$ cat config.mk
export PLATFORM = sky130hd
export DESIGN_NAME = pipeline_hazard_unit
export DESIGN_NICKNAME = d
export VERILOG_FILES = /design/src/rtl/pipeline_hazard_unit_pkg.sv /design/src/rtl/pipeline_hazard_unit_sat_counter.sv /design/src/rtl/pipeline_hazard_unit.sv
export SDC_FILE = /design/constraint.sdc
export NUM_CORES = 1
export LEC_CHECK = 0
export CORE_MARGIN = 10
export CORE_UTILIZATION = 46
export CTS_BUF_LIST = sky130_fd_sc_hd__clkbuf_8
export CTS_CLUSTER_SIZE = 20
export DETAILED_ROUTE_END_ITERATION = 16
export PLACE_DENSITY = 0.83
export RECOVER_POWER = 100
export SKIP_LAST_GASP = 1
export SYNTH_ARGS = -nofsm -noshare
export SYNTH_HDL_FRONTEND = slang
export SYNTH_SLANG_ARGS = --single-unit
$ cat constraint.sdc
create_clock -name clk -period 1.9 [get_ports clk]
set_input_delay 0.285 -clock clk [delete_from_list [all_inputs] [get_ports clk]]
set_output_delay 0.285 -clock clk [all_outputs]
set_load 0.02 [all_outputs]
$ cat src/rtl/pipeline_hazard_unit_pkg.sv
// Shared pipeline definitions: register address width, NOP encoding,
// the shadow-stage tag and the hazard action encoding.
package pipeline_hazard_unit_pkg;

    localparam int unsigned REG_ADDR_W = 5;
    localparam logic [31:0] NOP_INSN   = 32'h0000_0013;  // addi x0, x0, 0

    typedef struct packed {
        logic                  valid;
        logic [REG_ADDR_W-1:0] rd;
        logic                  reg_write;
        logic                  mem_read;
    } stage_tag_t;

    typedef enum logic [2:0] {
        ACT_RESET,
        ACT_FREEZE,
        ACT_FLUSH,
        ACT_STALL,
        ACT_RUN
    } hazard_act_t;

    // One-hot destination bit for a shadow stage, zero when it writes nothing or x0.
    function automatic logic [31:0] stage_mask(input stage_tag_t s);
        logic [31:0] m;
        m = '0;
        m[s.rd] = s.valid & s.reg_write & (s.rd != '0);
        return m;
    endfunction

endpackage

$ cat src/rtl/pipeline_hazard_unit_sat_counter.sv
// Saturating up-counter with a freeze input; sticks at all-ones.
module sat_counter #(
    parameter int unsigned W = 16
) (
    input  logic         clk,
    input  logic         rst_n,
    input  logic         inc,
    input  logic         hold,
    output logic [W-1:0] count
);

    always_ff @(posedge clk or negedge rst_n) begin
        if (!rst_n) begin
            count <= '0;
        end else if (inc && !hold && (count != '1)) begin
            count <= count + 1'b1;
        end
    end

endmodule

$ cat src/rtl/pipeline_hazard_unit.sv
// Stall/flush controller: shadow scoreboard of EX/MEM/WB destinations,
// load-use detection, branch squash, memory-busy freeze and perf counters.
module pipeline_hazard_unit
    import pipeline_hazard_unit_pkg::*;
#(
    parameter int unsigned CNT_W = 16
) (
    input  logic                  clk,
    input  logic                  rst_n,
    input  logic                  id_valid,
    input  logic [REG_ADDR_W-1:0] id_rs1,
    input  logic [REG_ADDR_W-1:0] id_rs2,
    input  logic                  id_rs1_used,
    input  logic                  id_rs2_used,
    input  logic [REG_ADDR_W-1:0] id_rd,
    input  logic                  id_reg_write,
    input  logic                  id_mem_read,
    input  logic                  ex_branch_taken,
    input  logic                  dmem_busy,
    output logic                  pc_en,
    output logic                  ifid_en,
    output logic                  idex_en,
    output logic                  exmem_en,
    output logic                  memwb_en,
    output logic                  ifid_flush,
    output logic                  idex_bubble,
    output logic                  load_use_stall,
    output logic [31:0]           pending_mask,
    output logic [CNT_W-1:0]      stall_cycles,
    output logic [CNT_W-1:0]      flush_count
);

    stage_tag_t  ex_q, mem_q, wb_q;
    stage_tag_t  ex_d;
    hazard_act_t act;
    logic        lu;

    always_comb begin
        lu = ex_q.valid & ex_q.mem_read & ex_q.reg_write & (ex_q.rd != '0) & id_valid &
             ((id_rs1_used & (id_rs1 == ex_q.rd)) | (id_rs2_used & (id_rs2 == ex_q.rd)));
    end

    // Outputs are forced quiet while reset is asserted, not just on the next edge.
    always_comb begin
        act = ACT_RUN;
        if (!rst_n) begin
            act = ACT_RESET;
        end else if (dmem_busy) begin
            act = ACT_FREEZE;
        end else if (ex_branch_taken) begin
            act = ACT_FLUSH;
        end else if (lu) begin
            act = ACT_STALL;
        end
    end

    always_comb begin
        pc_en          = 1'b0;
        ifid_en        = 1'b0;
        idex_en        = 1'b0;
        exmem_en       = 1'b0;
        memwb_en       = 1'b0;
        ifid_flush     = 1'b0;
        idex_bubble    = 1'b0;
        load_use_stall = 1'b0;
        unique case (act)
            ACT_RESET, ACT_FREEZE: begin
            end
            ACT_FLUSH: begin
                pc_en       = 1'b1;
                ifid_en     = 1'b1;
                idex_en     = 1'b1;
                exmem_en    = 1'b1;
                memwb_en    = 1'b1;
                ifid_flush  = 1'b1;
                idex_bubble = 1'b1;
            end
            ACT_STALL: begin
                idex_en        = 1'b1;
                exmem_en       = 1'b1;
                memwb_en       = 1'b1;
                idex_bubble    = 1'b1;
                load_use_stall = 1'b1;
            end
            default: begin
                pc_en    = 1'b1;
                ifid_en  = 1'b1;
                idex_en  = 1'b1;
                exmem_en = 1'b1;
                memwb_en = 1'b1;
            end
        endcase
    end

    always_comb begin
        ex_d = '0;
        if (!idex_bubble) begin
            ex_d.valid     = id_valid;
            ex_d.rd        = id_rd;
            ex_d.reg_write = id_reg_write;
            ex_d.mem_read  = id_mem_read;
        end
    end

    always_ff @(posedge clk or negedge rst_n) begin
        if (!rst_n) begin
            ex_q  <= '0;
            mem_q <= '0;
            wb_q  <= '0;
        end else if (!dmem_busy) begin
            ex_q  <= ex_d;
            mem_q <= ex_q;
            wb_q  <= mem_q;
        end
    end

    always_comb begin
        pending_mask = stage_mask(ex_q) | stage_mask(mem_q) | stage_mask(wb_q);
    end

    sat_counter #(.W(CNT_W)) u_stall_cnt (
        .clk   (clk),
        .rst_n (rst_n),
        .inc   (load_use_stall),
        .hold  (dmem_busy),
        .count (stall_cycles)
    );

    sat_counter #(.W(CNT_W)) u_flush_cnt (
        .clk   (clk),
        .rst_n (rst_n),
        .inc   (ifid_flush),
        .hold  (dmem_busy),
        .count (flush_count)
    );

endmodule

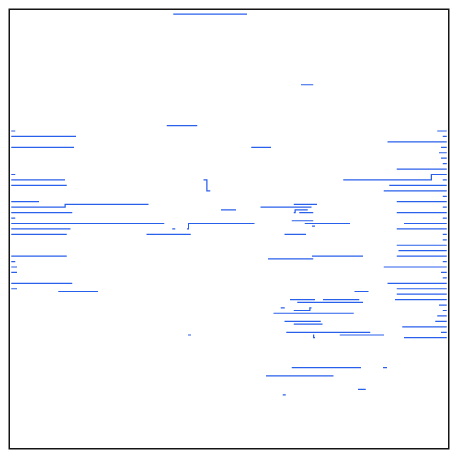
Figure 1: run 1, signal wires on met3.
(4 px per um)
share of all routed wire: 6.5%
main direction: horizontal
nets with wire on the layer: 82
longest straight run: 37.9 um

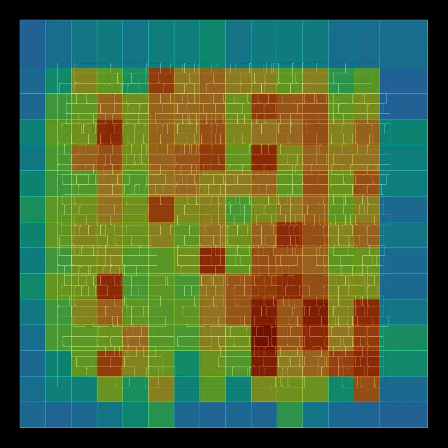
Figure 2: run 1, track usage over the die.
met2 Resource Use GR: 32.6%
grt met3 use: 3.80%
global routing usage summed across all routing layers: 18.5%
met1 track demand over resource in global routing: 22.2%

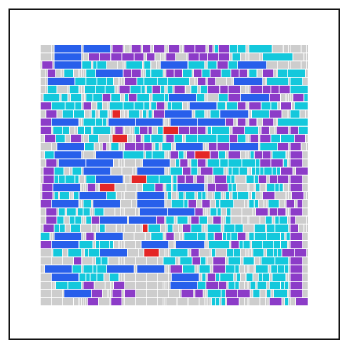
Figure 3: run 1, cell classes on the final placement.
(3 px per um) Fill, decap, tap and diode cells in gray.
| color | class | cells |
|---|---|---|
| cyan | remaining logic cells | 312 |
| blue | registers | 54 |
| purple | remaining buffers and delay cells | 185 |
| red | clock drivers and dummy loads | 8 |

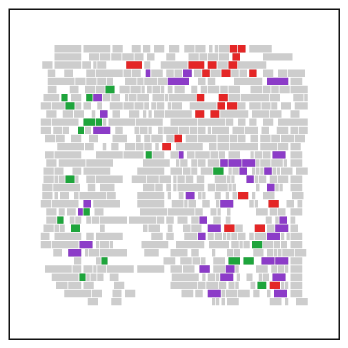
Figure 4: run 1, selected gate families.
(3 px per um)
| color | family | cells |
|---|---|---|
| red | non-inverting ao/oa cells | 23 |
| green | and/or cells | 19 |
| purple | aoi and oai cells | 36 |

==> impl_table.tex, run 1 <==
% Yosys + OpenROAD metrics
\begin{tabular}{lr}
\hline
Metric & Value \\
\hline
\multicolumn{2}{l}{\textbf{Critical path}} \\
\quad R2r endpoint & u\_stall\_cnt.count[1]\$\_DFFE\_PN0P\_ \\
\quad Cells on worst reg2reg path & 7 \\
\quad Number of stages on the worst setup path & 6 \\
\quad Internal reg-to-reg setup slack & -0.07 ns \\
\quad Capture point of the critical path & pending\_mask[19] \\
\quad Worst path slowest cell & dfrtp\_2 \\
\multicolumn{2}{l}{\textbf{Synth}} \\
\quad Average cell area after synthesis & 9.54 sq um \\
\quad Number of warnings reported in the yosys synthesis log & 0 \\
\quad Cell area after synthesis & 3680 sq um \\
\quad Post-Synth AOI/OAI Area & 14.1\% \\
\quad Simple-gate share of the synthesized area & 29.1\% \\
\quad Area fraction in mux cells & 5.27\% \\
\quad Most frequent cell after synthesis & nand2\_1 \\
\quad Fraction of synthesis flops using an asynchronous set or reset pin & 100\% \\
\multicolumn{2}{l}{\textbf{Final layout}} \\
\quad Count of inverters not on the clock network in the layout & 5 \\
\quad Flip-flop and latch share of the layout cell area & a little under a quarter \\
\quad Registers & 54 \\
\quad Share of layout cells above drive strength 1 & 41.9\% \\
\quad Final core occ & about 74\% \\
\quad Nets@finish & 584 \\
\quad Layout fillers & 549 \\
\quad Top cell category & combinational gates \\
\multicolumn{2}{l}{\textbf{Placement}} \\
\quad Number of port buffers & 94 \\
\quad Cell count after placement & 634 \\
\multicolumn{2}{l}{\textbf{Final timing}} \\
\quad Maximum clock frequency & 471 MHz \\
\quad Worst slew margin relative to its limit & 33.6\% \\
\quad Setup total negative slack & -3.55 ns \\
\quad Setup ws final & -0.221 ns \\
\quad Slew Viols, Final & 0 \\
\quad Hold WS & around 0.44 ns \\
\quad Period utilisation layout & 112\% \\
\quad Count of endpoints failing setup in the final report & 34 \\
\multicolumn{2}{l}{\textbf{Routing}} \\
\quad 1st-pass router iterations & 4 \\
\quad 1st-iter DRT viols & between 150 and 200 \\
\multicolumn{2}{l}{\textbf{Floorplanning}} \\
\quad Die width & 109 um \\
\quad Total core area & 7770 sq um \\
\multicolumn{2}{l}{\textbf{Power and ir drop}} \\
\quad Switching power of the nets & $\sim$0.0012 W \\
\quad Portion of total power attributed to combinational logic & 37.6\% \\
\quad Net Sw Frac & 34.5\% \\
\multicolumn{2}{l}{\textbf{CTS}} \\
\quad Hold-fix buffers at CTS & 1 \\
\quad Buffer type at the clock tree root & clkbuf\_8 \\
\multicolumn{2}{l}{\textbf{Job}} \\
\quad Number of OpenROAD warnings & 29 \\
\multicolumn{2}{l}{\textbf{Status}} \\
\quad Violations in the final reports & negative setup slack \\
\quad Result of the run & finished, violations left \\
\multicolumn{2}{l}{\textbf{Global routing}} \\
\quad GRT Residual Overflow & 0 \\
\multicolumn{2}{l}{\textbf{Min path}} \\
\quad Type of the most critical hold path & in -> async \\
\hline
\end{tabular}
## Run 2: what changed since run 1
--- a/config.mk
+++ b/config.mk
@@ -5,6 +5,7 @@
 export SDC_FILE = /design/constraint.sdc
 export NUM_CORES = 1
 export LEC_CHECK = 0
+export ABC_CLOCK_PERIOD_IN_PS = 1900
 export CORE_MARGIN = 10
 export CORE_UTILIZATION = 46
 export CTS_BUF_LIST = sky130_fd_sc_hd__clkbuf_8
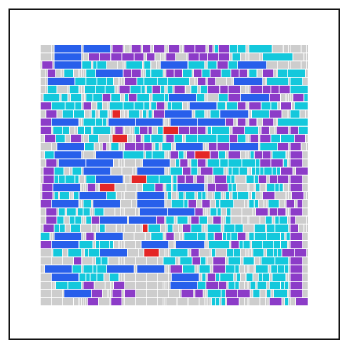
Figure 5: run 2, cell classes on the final placement.
(3 px per um) Fill, decap, tap and diode cells in gray.
| color | class | cells |
|---|---|---|
| cyan | remaining logic cells | 312 |
| blue | registers | 54 |
| purple | remaining buffers and delay cells | 185 |
| red | clock drivers and dummy loads | 8 |

==> run 2 against run 1 <==
The run still ends with negative setup slack left. Sequential power is essentially flat. Final cell count unchanged. Non-clock buffer count is the same. Combinational power about the same. Critical endpoint unchanged. Largest cell class unchanged.
==> impl_table.tex, run 2 <==
% Yosys + OpenROAD metrics
\begin{tabular}{lr}
\hline
Metric & Value \\
\hline
\multicolumn{2}{l}{\textbf{Status}} \\
\quad Result of the run & finished, violations left \\
\quad Violations in the final reports & negative setup slack \\
\multicolumn{2}{l}{\textbf{Routing}} \\
\quad Average routed wire per standard cell & 18.2 um \\
\quad Residual DRC & 0 \\
\quad Highest routed metal layer & met5 \\
\quad 1st-pass router iterations & 4 (unchanged) \\
\quad 1st-iter DRT viols & 153 (unchanged) \\
\quad Vias post-DR & between 3000 and 4000 \\
\multicolumn{2}{l}{\textbf{Synth}} \\
\quad Number of synthesized register bits & 54 \\
\quad Post-synth cell types & 60 \\
\quad Area fraction in mux cells & 5.27\% (unchanged) \\
\quad Cell area after synthesis & 3680 sq um (unchanged) \\
\quad Sequential share of the synthesized area & 36.7\% \\
\quad Simple-gate share of the synthesized area & 29.1\% (unchanged) \\
\quad Most numerous cell types in the synthesized netlist & 67 x nand2\_1, 54 x dfrtp\_1, 32 x xnor2\_1 \\
\quad Post-Synth AOI/OAI Area & 14.1\% (unchanged) \\
\quad Fraction of synthesis flops using an asynchronous set or reset pin & 100\% (unchanged) \\
\quad Primary FF master, synth & dfrtp\_1 \\
\quad Average cell area after synthesis & 9.54 sq um (unchanged) \\
\quad Top-area cell type share of the netlist area & 36.7\% \\
\quad Top logic cell family in the synthesized netlist & simple AND/OR/NAND/NOR gates \\
\quad Most frequent cell after synthesis & nand2\_1 \\
\quad Number of warnings reported in the yosys synthesis log & 0 (unchanged) \\
\quad Post-synthesis adder-cell area fraction & 0.680\% \\
\multicolumn{2}{l}{\textbf{Final timing}} \\
\quad Hold WS & 0.438 ns (unchanged) \\
\quad Setup total negative slack & -3.55 ns (unchanged) \\
\quad Slew Viols, Final & 0 (unchanged) \\
\quad Worst slew margin relative to its limit & 33.6\% (unchanged) \\
\quad Hold Vio Cnt, Final & 0 \\
\quad Setup ws final & -0.221 ns (unchanged) \\
\quad Maximum clock frequency & 471 MHz (unchanged) \\
\quad Period utilisation layout & 112\% (unchanged) \\
\quad Count of endpoints failing setup in the final report & 34 (unchanged) \\
\multicolumn{2}{l}{\textbf{Power and ir drop}} \\
\quad Worst IR Drop VDD & 0.500 mV \\
\quad Internal power & roughly 0.0022 W \\
\quad Switching power of the nets & 0.00116 W (unchanged) \\
\quad Total design power & 0.00336 W \\
\quad Highest-power group & sequential cells \\
\quad LEAKAGE & 2.57 nW \\
\quad Portion of total power attributed to combinational logic & 37.6\% (about the same) \\
\quad Net Sw Frac & 34.5\% (unchanged) \\
\quad Pwr/cell area & 587 nW/um\^{}2 \\
\multicolumn{2}{l}{\textbf{Floorplanning}} \\
\quad Die width & 109 um (unchanged) \\
\quad Total core area & 7770 sq um (unchanged) \\
\quad I/O pin total & 96 \\
\multicolumn{2}{l}{\textbf{Placement}} \\
\quad Number of port buffers & 94 (unchanged) \\
\quad Cell count after placement & 634 (unchanged) \\
\quad Instance area at placement & 5180 sq um \\
\quad Setup slack after placement & -0.555 ns \\
\multicolumn{2}{l}{\textbf{CTS}} \\
\quad Longest Clk Path Bufs & 2 \\
\quad TritonCTS clock tree & yes \\
\quad Total CTS buffers & 5 \\
\quad Hold-fix buffers at CTS & 1 (unchanged) \\
\quad Post-cts gate resize count & 200 \\
\quad Buffer type at the clock tree root & clkbuf\_8 \\
\quad Number of buffers inserted by post-CTS setup repair & 9 \\
\quad Clock transition time at the flip-flop clock pins of the worst setup and hold paths & 0.11 ns \\
\multicolumn{2}{l}{\textbf{Final layout}} \\
\quad Flip-flop and latch share of the layout cell area & 23.7\% (unchanged) \\
\quad Count of inverters not on the clock network in the layout & 5 (unchanged) \\
\quad Buffer share of cell area & between 20\% and 30\% \\
\quad Share of layout cells above drive strength 1 & 41.9\% (unchanged) \\
\quad Top flop regs & u\_flush\_cnt.count x16, u\_stall\_cnt.count x16, ex\_q x8 \\
\quad Final design instance area without fill & 5720 sq um \\
\quad Final core occ & 73.7\% (unchanged) \\
\quad Top cell category & combinational gates \\
\quad Post-Layout Cell Count & $\sim$660 \\
\quad Nets@finish & 584 (unchanged) \\
\quad Registers & 54 (unchanged) \\
\quad Layout fillers & 549 (unchanged) \\
\multicolumn{2}{l}{\textbf{Critical path}} \\
\quad Peak per-stage delay on the critical path & 0.47 ns \\
\quad Number of stages on the worst setup path & 6 (unchanged) \\
\quad Cells on worst reg2reg path & 7 (unchanged) \\
\quad Internal reg-to-reg setup slack & -0.07 ns (about the same) \\
\quad R2r endpoint & u\_stall\_cnt.count[1]\$\_DFFE\_PN0P\_ \\
\quad CP Max Fanout & 9 \\
\quad Worst path slowest cell & dfrtp\_2 \\
\quad Capture point of the critical path & pending\_mask[19] \\
\quad Endpoint kind of the worst setup timing path & primary output \\
\quad Worst r2r src & ex\_q[5]\$\_DFFE\_PN0N\_ \\
\quad Worst Setup Path Type & reg -> out \\
\multicolumn{2}{l}{\textbf{Min path}} \\
\quad Type of the most critical hold path & in -> async \\
\multicolumn{2}{l}{\textbf{Job}} \\
\quad Reported max-cap violation count & 0 \\
\quad Number of OpenROAD warnings & 29 (unchanged) \\
\multicolumn{2}{l}{\textbf{Global routing}} \\
\quad Met1 track demand over resource in global routing & 22.2\% (unchanged) \\
\quad Grt met3 use & 3.80\% (unchanged) \\
\quad Global routing usage summed across all routing layers & 18.5\% (unchanged) \\
\quad Number of global-route vias before repair & 3661 \\
\quad Met2 Resource Use GR & 32.6\% (unchanged) \\
\quad GRT Residual Overflow & 0 (unchanged) \\
\hline
\end{tabular}
## Run 3: what changed since run 2
--- a/config.mk
+++ b/config.mk
@@ -13,6 +13,7 @@
 export DETAILED_ROUTE_END_ITERATION = 16
 export PLACE_DENSITY = 0.83
 export RECOVER_POWER = 100
+export REMOVE_ABC_BUFFERS = 1
 export SKIP_LAST_GASP = 1
 export SYNTH_ARGS = -nofsm -noshare
 export SYNTH_HDL_FRONTEND = slang
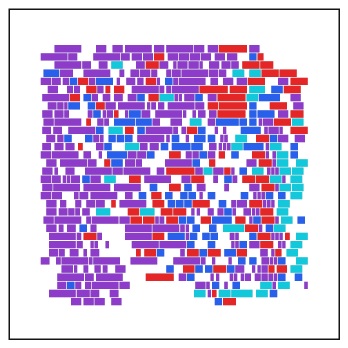
Figure 6: run 3, cells by drive strength.
(3 px per um)
| color | size | cells | share |
|---|---|---|---|
| blue | x3 and x4 | 101 | 18% |
| purple | x1 and smaller | 332 | 59% |
| cyan | x6 and larger | 44 | 7.9% |
| red | x2 | 83 | 15% |

==> run 3 against run 2 <==
The run still ends with negative setup slack left. Flip-flop count unchanged. Maximum frequency up 1.5%. Routed wire length down 2.7%.
==> impl_table.tex, run 3 <==
% Yosys + OpenROAD metrics
\begin{tabular}{lr}
\hline
Metric & Value \\
\hline
\multicolumn{2}{l}{\textbf{Final timing}} \\
\quad Maximum clock frequency & 479 MHz (+1.5\%) \\
\quad Period utilisation layout & 110\% (-1.6 points) \\
\quad Slew Viols, Final & 0 (unchanged) \\
\quad Hold Vio Cnt, Final & 0 (unchanged) \\
\quad Worst slew margin relative to its limit & 44.5\% (+11 points) \\
\quad Hold WS & 0.330 ns (-0.108 ns) \\
\quad Count of endpoints failing setup in the final report & 47 (+38\%) \\
\quad Setup ws final & -0.190 ns (+0.0313 ns) \\
\multicolumn{2}{l}{\textbf{Final layout}} \\
\quad Share of layout cells above drive strength 1 & 40.7\% (-1.1 points) \\
\quad Buffer share of cell area & 29.5\% (+0.16 points) \\
\quad Flip-flop and latch share of the layout cell area & 23.9\% (+0.19 points) \\
\quad Nets@finish & 586 (+0.34\%) \\
\quad Post-Layout Cell Count & 662 (+0.15\%) \\
\quad Count of inverters not on the clock network in the layout & 5 (unchanged) \\
\quad Layout fillers & 557 (+1.5\%) \\
\quad Final design instance area without fill & 5680 sq um (-0.70\%) \\
\quad Registers & 54 (unchanged) \\
\multicolumn{2}{l}{\textbf{Routing}} \\
\quad Vias post-DR & 3706 (+0.95\%) \\
\quad Residual DRC & 0 (unchanged) \\
\quad Highest routed metal layer & met4 \\
\quad 1st-pass router iterations & 4 (unchanged) \\
\multicolumn{2}{l}{\textbf{Critical path}} \\
\quad Worst r2r src & ex\_q[2]\$\_DFFE\_PN0N\_ \\
\quad R2r endpoint & u\_stall\_cnt.count[12]\$\_DFFE\_PN0P\_ \\
\quad Worst path slowest cell & dfrtp\_2 \\
\quad Cells on worst reg2reg path & 6 (-1) \\
\quad Internal reg-to-reg setup slack & -0.11 ns (-0.04 ns) \\
\quad Number of stages on the worst setup path & 6 (unchanged) \\
\quad Capture point of the critical path & ifid\_en \\
\multicolumn{2}{l}{\textbf{Power and ir drop}} \\
\quad LEAKAGE & 2.65 nW (+2.9\%) \\
\quad Pwr/cell area & 579 nW/um\^{}2 (-1.3\%) \\
\quad Net Sw Frac & 34.8\% (+0.22 points) \\
\quad Portion of total power attributed to combinational logic & 37.8\% (+0.2 points) \\
\quad Internal power & 0.00215 W (-2.3\%) \\
\quad Highest-power group & sequential cells \\
\quad Worst IR Drop VDD & 0.593 mV (+19\%) \\
\quad Switching power of the nets & 0.00114 W (-1.3\%) \\
\quad Total design power & 0.00329 W (-1.9\%) \\
\multicolumn{2}{l}{\textbf{Placement}} \\
\quad Cell count after placement & 632 (-0.32\%) \\
\quad Instance area at placement & 5130 sq um (-0.89\%) \\
\quad Number of port buffers & 94 (unchanged) \\
\multicolumn{2}{l}{\textbf{Synth}} \\
\quad Most frequent cell after synthesis & nand2\_1 \\
\quad Area fraction in mux cells & 5.27\% (unchanged) \\
\quad Primary FF master, synth & dfrtp\_1 \\
\quad Simple-gate share of the synthesized area & 29.1\% (unchanged) \\
\quad Post-Synth AOI/OAI Area & 14.1\% (unchanged) \\
\quad Most numerous cell types in the synthesized netlist & 67 x nand2\_1, 54 x dfrtp\_1, 32 x xnor2\_1 \\
\quad Top-area cell type share of the netlist area & 36.7\% (unchanged) \\
\quad Post-synth cell types & 60 (unchanged) \\
\quad Average cell area after synthesis & 9.54 sq um (unchanged) \\
\quad Number of synthesized register bits & 54 (unchanged) \\
\quad Top logic cell family in the synthesized netlist & simple AND/OR/NAND/NOR gates \\
\quad Cell area after synthesis & 3680 sq um (unchanged) \\
\quad Number of warnings reported in the yosys synthesis log & 0 (unchanged) \\
\multicolumn{2}{l}{\textbf{Min path}} \\
\quad Type of the most critical hold path & in -> async \\
\multicolumn{2}{l}{\textbf{Global routing}} \\
\quad Number of global-route vias before repair & 3692 (+0.85\%) \\
\quad Met2 Resource Use GR & 31.7\% (-0.89 points) \\
\quad Global routing usage summed across all routing layers & 18.6\% (+0.089 points) \\
\quad Met1 track demand over resource in global routing & 22.9\% (+0.70 points) \\
\quad GRT Residual Overflow & 0 (unchanged) \\
\multicolumn{2}{l}{\textbf{CTS}} \\
\quad Clock transition time at the flip-flop clock pins of the worst setup and hold paths & 0.09 ns (-0.02 ns) \\
\quad TritonCTS clock tree & yes \\
\quad Number of buffers inserted by post-CTS setup repair & 15 (+6) \\
\quad Longest Clk Path Bufs & 2 (unchanged) \\
\quad Total CTS buffers & 5 (unchanged) \\
\multicolumn{2}{l}{\textbf{Floorplanning}} \\
\quad Total core area & 7770 sq um (unchanged) \\
\quad Die width & 109 um (unchanged) \\
\multicolumn{2}{l}{\textbf{Job}} \\
\quad Reported max-cap violation count & 0 (unchanged) \\
\multicolumn{2}{l}{\textbf{Status}} \\
\quad Violations in the final reports & negative setup slack \\
\quad Result of the run & finished, violations left \\
\hline
\end{tabular}
Power figures rest on the tool's default switching activity, not on a simulated workload.
